`config.mk`:
```
export PLATFORM = sky130hd
export DESIGN_NAME = register_scoreboard
export DESIGN_NICKNAME = d
export VERILOG_FILES = /design/src/rtl/register_scoreboard.sv
export SDC_FILE = /design/constraint.sdc
export NUM_CORES = 1
export LEC_CHECK = 0
export CORE_ASPECT_RATIO = 1.1
export CORE_MARGIN = 2
export CORE_UTILIZATION = 55
export CTS_CLUSTER_DIAMETER = 120
export CTS_CLUSTER_SIZE = 12
export DETAILED_ROUTE_END_ITERATION = 12
export PLACE_DENSITY = 0.8
export SYNTH_ARGS = -nofsm -noshare
export SYNTH_HDL_FRONTEND = slang
export SYNTH_SLANG_ARGS = --single-unit
```
`constraint.sdc`:
```
create_clock -name clk -period 5.18 [get_ports clk]
set_clock_uncertainty 0.15 [all_clocks]
set_input_delay 1.036 -clock clk [delete_from_list [all_inputs] [get_ports clk]]
set_output_delay 1.036 -clock clk [all_outputs]
set_load 0.05 [all_outputs]
```
`src/rtl/register_scoreboard.sv`:
```
// Per-register pending-write scoreboard: counts in-flight writers per register
// between issue and writeback and raises a stall request for ID-stage sources.
module register_scoreboard #(
    parameter int NUM_REGS    = 16,
    parameter int CNT_W       = 2,
    parameter int MAX_PENDING = 3
) (
    input  logic                clk,
    input  logic                rst,
    input  logic                issue_valid,
    input  logic                issue_wb_en,
    input  logic [3:0]          issue_dest,
    input  logic                retire_valid,
    input  logic                retire_wb_en,
    input  logic [3:0]          retire_dest,
    input  logic [3:0]          src1,
    input  logic [3:0]          src2,
    input  logic                two_src,
    output logic                hazard_detected,
    output logic [NUM_REGS-1:0] busy_mask,
    output logic                overflow_err,
    output logic                underflow_err
);

    localparam logic [CNT_W-1:0] MAX_CNT = CNT_W'(MAX_PENDING);
    localparam logic [CNT_W-1:0] ONE     = CNT_W'(1);

    logic [CNT_W-1:0]    cnt      [NUM_REGS];
    logic [CNT_W-1:0]    cnt_next [NUM_REGS];
    logic [NUM_REGS-1:0] busy_next;
    logic                overflow_next;
    logic                underflow_next;
    logic                issue_ev;
    logic                retire_ev;
    logic                same_reg;

    assign issue_ev  = issue_valid && issue_wb_en;
    assign retire_ev = retire_valid && retire_wb_en;
    assign same_reg  = issue_ev && retire_ev && (issue_dest == retire_dest);

    // A matched issue/retire on one register cancels out, even at the limits.
    always_comb begin
        cnt_next       = cnt;
        overflow_next  = overflow_err;
        underflow_next = underflow_err;
        busy_next      = '0;

        if (issue_ev && !same_reg) begin
            if (cnt[issue_dest] == MAX_CNT) begin
                overflow_next = 1'b1;
            end else begin
                cnt_next[issue_dest] = cnt[issue_dest] + ONE;
            end
        end

        if (retire_ev && !same_reg) begin
            if (cnt[retire_dest] == '0) begin
                underflow_next = 1'b1;
            end else begin
                cnt_next[retire_dest] = cnt[retire_dest] - ONE;
            end
        end

        for (int r = 0; r < NUM_REGS; r++) begin
            busy_next[r] = |cnt_next[r];
        end
    end

    always_ff @(posedge clk) begin
        if (rst) begin
            for (int r = 0; r < NUM_REGS; r++) begin
                cnt[r] <= '0;
            end
            busy_mask     <= '0;
            overflow_err  <= 1'b0;
            underflow_err <= 1'b0;
        end else begin
            cnt           <= cnt_next;
            busy_mask     <= busy_next;
            overflow_err  <= overflow_next;
            underflow_err <= underflow_next;
        end
    end

    // busy_mask mirrors the registered counters, so it serves as the hazard lookup.
    assign hazard_detected = busy_mask[src1] || (two_src && busy_mask[src2]);

endmodule

```
### M2 wires

Drawn at 4 px/micron. Cells faint in the background.
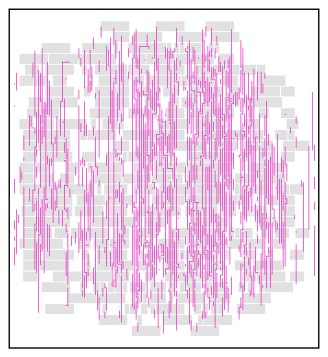
The wires run mostly vertical. 321 nets have wire on it. The layer carries 4130 microns of wire.

### Zoomed window

Region (48, 53) to (68, 73) microns. Cells in grey, sequential cells in the stronger grey; small squares are vias.
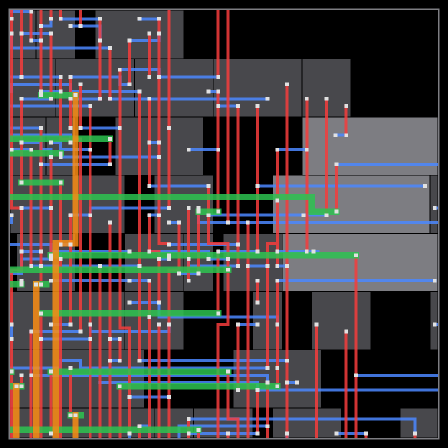
Key: green = metal 3; blue = metal 1; orange = metal 4; red = metal 2
30 logic cells have their middle in the window. Sequential cells in the window: 3. Most frequent: mux4_2 (4), mux2_1 (4). Netlist names of flops here include cnt (2), busy_mask (1).

==> impl_metrics.json <==
{
  "top_usage_layer": "met2",
  "vdd_drop_max_v": 0.0001427,
  "grt_pass1_wl_microns": 13860,
  "logic_area_sq_mm": 0.002108,
  "cp-end-kind": "output pin",
  "max_cap_viol_count": 0,
  "die_w_microns": 76.99,
  "dr.pass1.iters": 5,
  "async_flop_share_pct": 0,
  "yosys.area.top_type": "dfxtp_1",
  "ctsResizeCount": 0,
  "fillers": 502,
  "clk_pin_slew_worst_paths_ns": 0.08,
  "max_stage_delay_ns": 0.70,
  "yosysWarnings": 0,
  "syn_avg_cell_area_sq_um": 11.04,
  "start_kind": "primary input",
  "flop_cell": "dfxtp_1",
  "synth.distinct_cells": 38,
  "cts.sinks": 50,
  "totalWireLength_microns": 8464,
  "grt.total_usage_pct": 27.50,
  "via_per_inst": 6.405,
  "cts.path.max_buffers": 2,
  "crit_fanout": 4,
  "p_per_area_mw_per_mm2": 201.9,
  "synthCells": 292,
  "grt_max_degree": 27,
  "syn_to_final_growth_pct": 18.17,
  "slew-limit-headroom_pct": 43.91,
  "ctsHoldBuffers": 0,
  "setup_tns_ns": 0,
  "hp-class": "flip-flop to flip-flop",
  "fp_util_pct": 56.22,
  "ys.flops": 50,
  "seqCellArea_sq_mm": 0.001001,
  "crit_chain": "clkdlybuf4s50_1 > mux4_2 > mux4_2 > a21o_1 > clkdlybuf4s50_1",
  "warning_count": 26,
  "portBuffers": 41,
  "routed_wire_length_per_instance_microns": 20.80,
  "cts_buffers": 5,
  "synthTopCellsByArea": "dfxtp_1 (31%), mux4_2 (20%), mux2i_1 (7.1%), mux2_1 (5.9%), nor2_1 (4.5%)",
  "antenna_found_initial": 0,
  "synth_area_sq_mm": 0.003223,
  "yosys_area_sq_mm": 0.003223,
  "path_buffers": 2,
  "cp_data_arrival_time_ns": 3.57,
  "syn-num-nets": 317,
  "critPathTopFamily": "buffers and inverters",
  "gr-usage-met3_pct": 6.129,
  "fp-row-count": 29,
  "lay_top_cells": "dfxtp_1 (50), clkdlybuf4s50_1 (41), nor2_1 (39)",
  "dr_total_vias": 2607,
  "drc": 0,
  "post-route-util_pct": 66.43,
  "ys_cells": 292,
  "postCtsSetupBuffers": 0,
  "power_leakage_nw": 1.406,
  "die_h_microns": 84.29,
  "path_class": "primary input to output pin",
  "timing.final.crit_period_ns": 4.755,
  "core_area_sq_mm": 0.005733,
  "power_mw": 0.7690,
  "grt-ovfl-total": 0,
  "antenna_left": 0,
  "root_buffer": "clkbuf_8",
  "io_pins": 42,
  "clkLatencyLatePin_ns": 0.31,
  "rsz0062_at_grt": "false",
  "chipArea_sq_mm": 0.006489,
  "clock.fmax_mhz": 210.3,
  "status": "finished clean",
  "layout_top_cell": "dfxtp_1",
  "fin_crit_sh_pct": 91.80,
  "slew_violations": 0,
  "htree_levels": 2,
  "cts_tree": "yes",
  "hold_viol_final": 0,
  "drt_iter0_drc": 376,
  "final_nets": 354,
  "grt_pass1_vias": 2670,
  "cp_slowest_cell": "clkdlybuf4s50_1",
  "drive_gt1_share_pct": 23.94,
  "n_antenna_cell": 0,
  "required_ns": 3.99,
  "synth_top_area_share_pct": 31.06,
  "yosysSeqAreaShare_pct": 31.06,
  "edf_count": 0,
  "grtUsageMet2_pct": 45.45,
  "worstMarginPinSlew_ns": 0.8388,
  "grtUsageMet1_pct": 34.38,
  "setup_violations": 0,
  "dp_hpwl_microns": 6227,
  "gp_congestion": 0.9191
}
### Port wiring

Drawn at 4 px/micron.
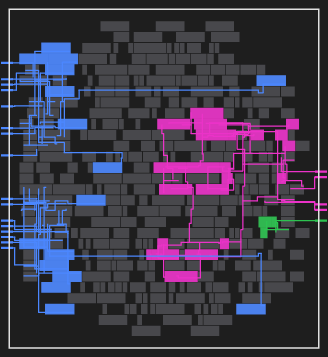
Key: magenta = retire_dest [direction input, edge right, end cells 23, wire 471 microns]; blue = busy_mask [direction output, edge left, end cells 16, wire 758 microns]; green = issue_wb_en [direction input, edge right, end cells 3, wire 23.8 microns]

[where the power goes]
part	switching (mW)	internal [mW]	total, mW
Combinational	0.0557	0.0469	0.103
Sequential	0.00351	0.388	0.392
Clock	0.130	0.144	0.275
Total	0.190	0.579	0.769
[cells by family after synthesis]
| logic type | Yosys count | synth area share [%] |
|---|---|---|
| xor gates and xnor gates | 4 | 1.087 |
| muxes | 87 | 41.03 |
| adders and majority gates | 2 | 0.7763 |
| AOI/OAI and AO/OA | 28 | 5.124 |
| and+or+nand+nor | 98 | 17.39 |
| DFF | 50 | 31.06 |
| buffers and inverters | 23 | 3.532 |
[tightest hold or removal path: cells and delay by family, from the launching register on]
family	cells	cell delay, ns
compound gates	1	0.05
flops	1	0.34
simple gates	1	0.08
[cell type report]
class | instances | area share (%)
Multi-Input combinational cell | 219 | 55.35
Inverter | 2 | 0.1971
Timing Repair Buffer | 51 | 12.75
Tap cell | 77 | 2.530
Sequential cell | 50 | 26.28
Clock buffer | 6 | 1.905
Clock inverter | 2 | 0.9855
[synthesized netlist by cell type (2+ instances only)]
cell	instances
mux2i_4	3
a21oi_1	15
mux2_1	17
nor2_1	39
a41oi_1	2
clkbuf_1	9
mux2i_1	23
ha_1	2
or4_1	4
nand2_1	22
buf_4	3
buf_2	7
nor3_1	6
xor2_1	4
nor3b_1	4
nor4b_2	9
o21ai_1	7
or4_4	3
nand3b_1	2
a211oi_1	2
mux2_4	3
mux2_2	12
mux4_2	29
or3_1	2
dfxtp_1	50
[stage by stage]
stage | instance area, sq um | setup slack (ns) | hold WS (ns) | std cells
after global placement | 3699 | 0.3186 | 0.3061 | 399
after floorplan | 3223 | 0.9107 | 0.4344 | 292
final | 3809 | 0.4250 | 0.3496 | 407
after CTS | 3809 | 0.3990 | 0.3610 | 407
after detailed placement | 3699 | 0.1947 | 0.3378 | 399
after global routing | 3809 | 0.2943 | 0.3833 | 407
[worst paths after layout]
path / from / end / slack [ns] / depth (start not counted)
setup / recovery: src2[0] / hazard_detected / 0.43 / 5
hold / removal: underflow_err / underflow_err / 0.35 / 2
setup reg to reg: cnt[17] / busy_mask[2] / 1.66 / 8
hold reg to reg: underflow_err / underflow_err / 0.35 / 2
[sequential cells by signal, indices dropped and copies added (netlist names)]
| register | cells |
|---|---|
| busy_mask | 16 |
| cnt | 32 |
| overflow_err | 1 |
| underflow_err | 1 |
[routing by layer]
metal  up-vias  wire, microns
li1       1170              -
met5         -              0
met1      1261           3288
met4         0            291
met2       151           4130
met3        25            754
No activity file was given, so power comes from the tool's default toggle rates.
